$ cat src/rtl/ascon_pkg.sv
// Shared types and constants for the Ascon permutation engine: state layout,
// round-constant table and the rotation helper used by the linear layer.
package ascon_pkg;

    // Word w of the state lives in [w]; x0 is therefore bits [63:0] of the flat vector.
    typedef logic [4:0][63:0] ascon_state_t;

    localparam int MAX_ROUNDS = 12;

    // Entry i is ((15-i)<<4)|i for round indices 0..11.
    localparam logic [11:0][7:0] ROUND_CONST = {
        8'h4b, 8'h5a, 8'h69, 8'h78, 8'h87, 8'h96,
        8'ha5, 8'hb4, 8'hc3, 8'hd2, 8'he1, 8'hf0
    };

    function automatic logic [7:0] round_const(input logic [3:0] idx);
        return (idx < 4'd12) ? ROUND_CONST[idx] : 8'h00;
    endfunction

    function automatic logic [63:0] rotr64(input logic [63:0] x, input int unsigned n);
        return (x >> n) | (x << (64 - n));
    endfunction

endpackage

$ cat src/rtl/ascon_round.sv
// One combinational Ascon round: constant addition, 5-bit S-box layer and
// linear diffusion layer. With en low the state passes through untouched.
module ascon_round
    import ascon_pkg::*;
(
    input  ascon_state_t state_i,
    input  logic [3:0]   round_idx,
    input  logic         en,
    output ascon_state_t state_o
);

    logic [63:0] a0, a1, a2, a3, a4;
    logic [63:0] b0, b1, b2, b3, b4;
    logic [63:0] c0, c1, c2, c3, c4;

    always_comb begin
        // Constant addition folded together with the S-box input XORs.
        a0 = state_i[0] ^ state_i[4];
        a1 = state_i[1];
        a2 = state_i[2] ^ {56'd0, round_const(round_idx)} ^ state_i[1];
        a3 = state_i[3];
        a4 = state_i[4] ^ state_i[3];

        b0 = a0 ^ (~a1 & a2);
        b1 = a1 ^ (~a2 & a3);
        b2 = a2 ^ (~a3 & a4);
        b3 = a3 ^ (~a4 & a0);
        b4 = a4 ^ (~a0 & a1);

        c0 = b0 ^ b4;
        c1 = b1 ^ b0;
        c2 = ~b2;
        c3 = b3 ^ b2;
        c4 = b4;

        state_o = state_i;
        if (en) begin
            state_o[0] = c0 ^ rotr64(c0, 19) ^ rotr64(c0, 28);
            state_o[1] = c1 ^ rotr64(c1, 61) ^ rotr64(c1, 39);
            state_o[2] = c2 ^ rotr64(c2, 1)  ^ rotr64(c2, 6);
            state_o[3] = c3 ^ rotr64(c3, 10) ^ rotr64(c3, 17);
            state_o[4] = c4 ^ rotr64(c4, 7)  ^ rotr64(c4, 41);
        end
    end

endmodule

$ cat src/rtl/ascon_perm_engine.sv
// Iterative Ascon permutation engine applying UNROLL rounds per clock.
// Optional ASCON_PERM_ABORT_EN adds an abort input that cancels a running job.
module ascon_perm_engine #(
    parameter int UNROLL     = 1,
    parameter int MAX_ROUNDS = 12
) (
    input  logic         clk,
    input  logic         rst,
    input  logic         in_valid,
    output logic         in_ready,
    input  logic [3:0]   rounds,
    input  logic [319:0] state_in,
    output logic         out_valid,
    input  logic         out_ready,
    output logic [319:0] state_out,
    output logic         busy
`ifdef ASCON_PERM_ABORT_EN
    ,
    input  logic         abort
`endif
);
    import ascon_pkg::*;

    // Handshake: a transfer happens on a rising edge where valid and ready are both high;
    // valid never depends on ready, and data is held while valid is high and ready is low.

    localparam logic [1:0] ST_IDLE = 2'd0;
    localparam logic [1:0] ST_RUN  = 2'd1;
    localparam logic [1:0] ST_DONE = 2'd2;
    localparam logic [3:0] UNROLL_W = 4'(UNROLL);

    if (!(UNROLL == 1 || UNROLL == 2 || UNROLL == 3 || UNROLL == 4 ||
          UNROLL == 6 || UNROLL == 12)) begin : g_bad_unroll
        $error("UNROLL must be one of 1, 2, 3, 4, 6, 12");
    end
    if (MAX_ROUNDS != ascon_pkg::MAX_ROUNDS) begin : g_bad_max_rounds
        $error("MAX_ROUNDS must be 12");
    end

    logic [1:0]   fsm_q, fsm_d;
    ascon_state_t state_q, state_d;
    logic [3:0]   rem_q, rem_d;
    logic [3:0]   idx_q, idx_d;

    logic         abort_w;
    logic         accept;
    logic         active;
    logic [3:0]   req_n;
    logic [3:0]   base_rem;
    logic [3:0]   base_idx;
    logic [3:0]   step;
    ascon_state_t chain [UNROLL+1];

`ifdef ASCON_PERM_ABORT_EN
    assign abort_w = abort;
`else
    assign abort_w = 1'b0;
`endif

    assign in_ready  = (fsm_q == ST_IDLE) && !abort_w;
    assign out_valid = (fsm_q == ST_DONE);
    assign busy      = (fsm_q != ST_IDLE);
    assign state_out = state_q;

    // The first batch of rounds is applied to state_in on the accept edge, so a
    // job of n rounds raises out_valid ceil(n/UNROLL) cycles after it is accepted.
    always_comb begin
        req_n    = (rounds > 4'd12) ? 4'd12 : rounds;
        accept   = in_valid && in_ready;
        active   = accept || (fsm_q == ST_RUN);
        base_rem = accept ? req_n : rem_q;
        base_idx = accept ? (4'd12 - req_n) : idx_q;
        step     = (base_rem > UNROLL_W) ? UNROLL_W : base_rem;
    end

    assign chain[0] = accept ? ascon_state_t'(state_in) : state_q;

    for (genvar g = 0; g < UNROLL; g++) begin : g_round
        ascon_round u_round (
            .state_i   (chain[g]),
            .round_idx (base_idx + 4'(g)),
            .en        (active && (4'(g) < base_rem)),
            .state_o   (chain[g+1])
        );
    end

    always_comb begin
        fsm_d   = fsm_q;
        state_d = state_q;
        rem_d   = rem_q;
        idx_d   = idx_q;
        case (fsm_q)
            ST_IDLE, ST_RUN: begin
                if (active) begin
                    state_d = chain[UNROLL];
                    rem_d   = base_rem - step;
                    idx_d   = base_idx + step;
                    fsm_d   = (base_rem == step) ? ST_DONE : ST_RUN;
                end
            end
            ST_DONE: begin
                if (out_ready) begin
                    fsm_d = ST_IDLE;
                end
            end
            default: fsm_d = ST_IDLE;
        endcase
        if (abort_w && (fsm_q != ST_IDLE)) begin
            fsm_d   = ST_IDLE;
            state_d = '0;
            rem_d   = '0;
            idx_d   = '0;
        end
    end

    always_ff @(posedge clk or posedge rst) begin
        if (rst) begin
            fsm_q   <= ST_IDLE;
            state_q <= '0;
            rem_q   <= '0;
            idx_q   <= '0;
        end else begin
            fsm_q   <= fsm_d;
            state_q <= state_d;
            rem_q   <= rem_d;
            idx_q   <= idx_d;
        end
    end

endmodule

$ cat config.mk
export PLATFORM = sky130hd
export DESIGN_NAME = ascon_perm_engine
export DESIGN_NICKNAME = d
export VERILOG_FILES = /design/src/rtl/ascon_pkg.sv /design/src/rtl/ascon_round.sv /design/src/rtl/ascon_perm_engine.sv
export SDC_FILE = /design/constraint.sdc
export NUM_CORES = 2
export LEC_CHECK = 0
export ABC_AREA = 1
export CAP_MARGIN = 40
export CORE_AREA = 2 2 392 394
export CTS_CLUSTER_DIAMETER = 150
export DETAILED_ROUTE_END_ITERATION = 6
export DIE_AREA = 0 0 394 396
export MAX_ROUTING_LAYER = met4
export PLACE_DENSITY_LB_ADDON = 0.05
export REMOVE_ABC_BUFFERS = 1
export SLEW_MARGIN = 5
export SYNTH_ARGS = -nofsm -noshare
export SYNTH_HDL_FRONTEND = slang
export SYNTH_SLANG_ARGS = --single-unit
$ cat constraint.sdc
create_clock -name clk -period 21.5 [get_ports clk]
set_input_delay 6.45 -clock clk [delete_from_list [all_inputs] [get_ports clk]]
set_output_delay 6.45 -clock clk [all_outputs]
set_load 0.005 [all_outputs]
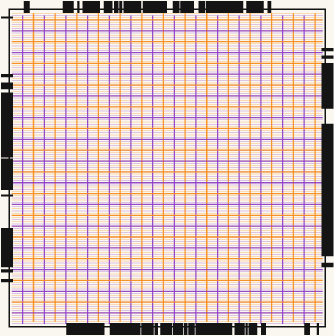
**Above:** PDN straps and rails.
Pins as bars on the die edge.
VDD: marked orange. VSS: marked purple.
144 met1 rails follow the rows. The core has 143 rows. 28 straps on met5. 651 signal pins sit on the boundary.
core area: 152000 um^2
Die W: 394 um
Die Span Y: 396 um

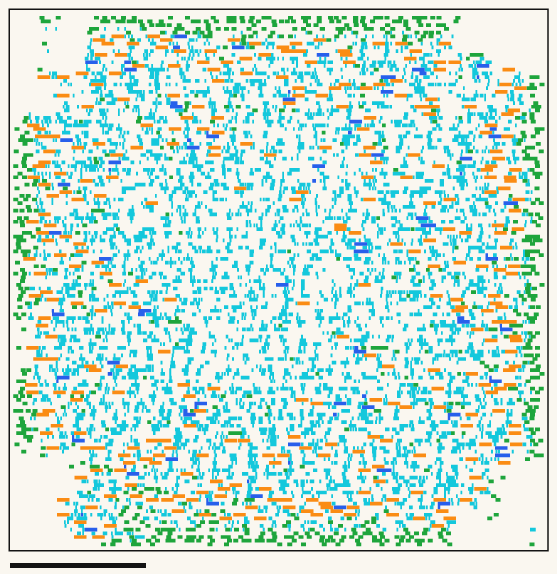
**Above:** cells coloured by class.
The bar under the picture is 100 um long.
registers: marked orange, cells 330. remaining buffers and delay cells: marked green, cells 749. remaining logic cells: marked cyan, cells 5983. clock drivers and dummy loads: marked blue, cells 91.
Final Core Density: 31.9%
post-route cell area: 48400 um^2

==> reports/qor.csv <==
metric,value,unit
CTS tree,yes,
Wirelength per Cell,27.3,um
synthesized area,37600,um^2
count of plain and timing-repair buffers,749,
largest net degree at the start of global routing,145,
CP startpoint,in_valid,
Hold Fails Final Rpt,0,
Seq. cell area,8260,um^2
FP Util,24.8,%
CP max FO,144,
status,finished clean,
Final HPWL DP,212000,um
post-synthesis adder-cell area fraction,4.47,%
post-CTS resize count,0,
Logic cell area,26200,um^2
CTS max path bufs,3,
num rows,143,
Inverters,585,
Seq area share,17.1,%
Slew Limit Fails,0,
fill count,17100,
number of enable flip-flop cells,0,
GR peak layer,met2,
drt pass-1 iters,7,
yosys warns,0,
# nets final,7577,
Final min period,11.52,ns
drc violations,0,
"Arr. time, crit path",12.13,ns
TritonCTS buffer count,51,
most common cell in the netlist,nand2_1,
multi-input combinational area share,54.2,%
critical setup path kind,primary input to flip-flop,
Logic Gate Count,5398,
Slew headroom,34.1,%
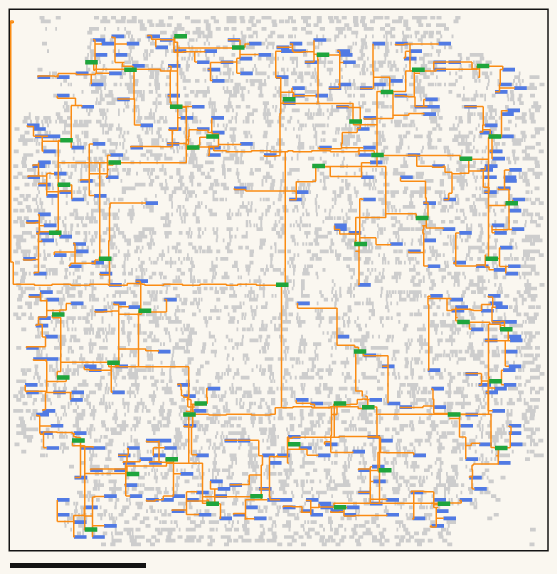
**Above:** clock distribution.
The bar under the picture is 100 um long.
clock wires: marked orange, length 8250 um. flip-flops: marked blue, count 330. clock-net drivers: marked green, count 51.
Position of the flops: spread over the die. There are 52 routed clock nets.
Clock Skews: 0.0454 ns
clk_lat worst skew: 0.69 ns

## worst max-delay path: stages
cell and delay [ns]:
clkdlybuf4s50_1 0.53, nand2_8 0.34, buf_4 0.57, buf_12 0.41, buf_4 0.75, nand2_1 0.10
nand2_1 0.27, inv_1 0.13, ha_1 0.23, xor2_1 0.58, inv_1 0.33, xor2_1 0.42
nand2_1 0.13, nand2_1 0.09, nand2_1 0.05, nand2_1 0.12, nand2_1 0.07, nand2_1 0.09
## stage by stage
stage	hold WS, ns	cell area [um^2]	utilization, %	setup WS, ns	cells
2_1_floorplan	0.442	36500	-	-9.58	6313
3_3_place_gp	0.454	46200	30.5	8.82	9052
3_5_place_dp	0.467	46700	30.8	9.42	9091
4_1_cts	0.481	48300	31.9	10.09	9182
5_1_grt	0.511	48400	31.9	9.64	9196
6_report	0.478	48400	31.9	9.98	9198
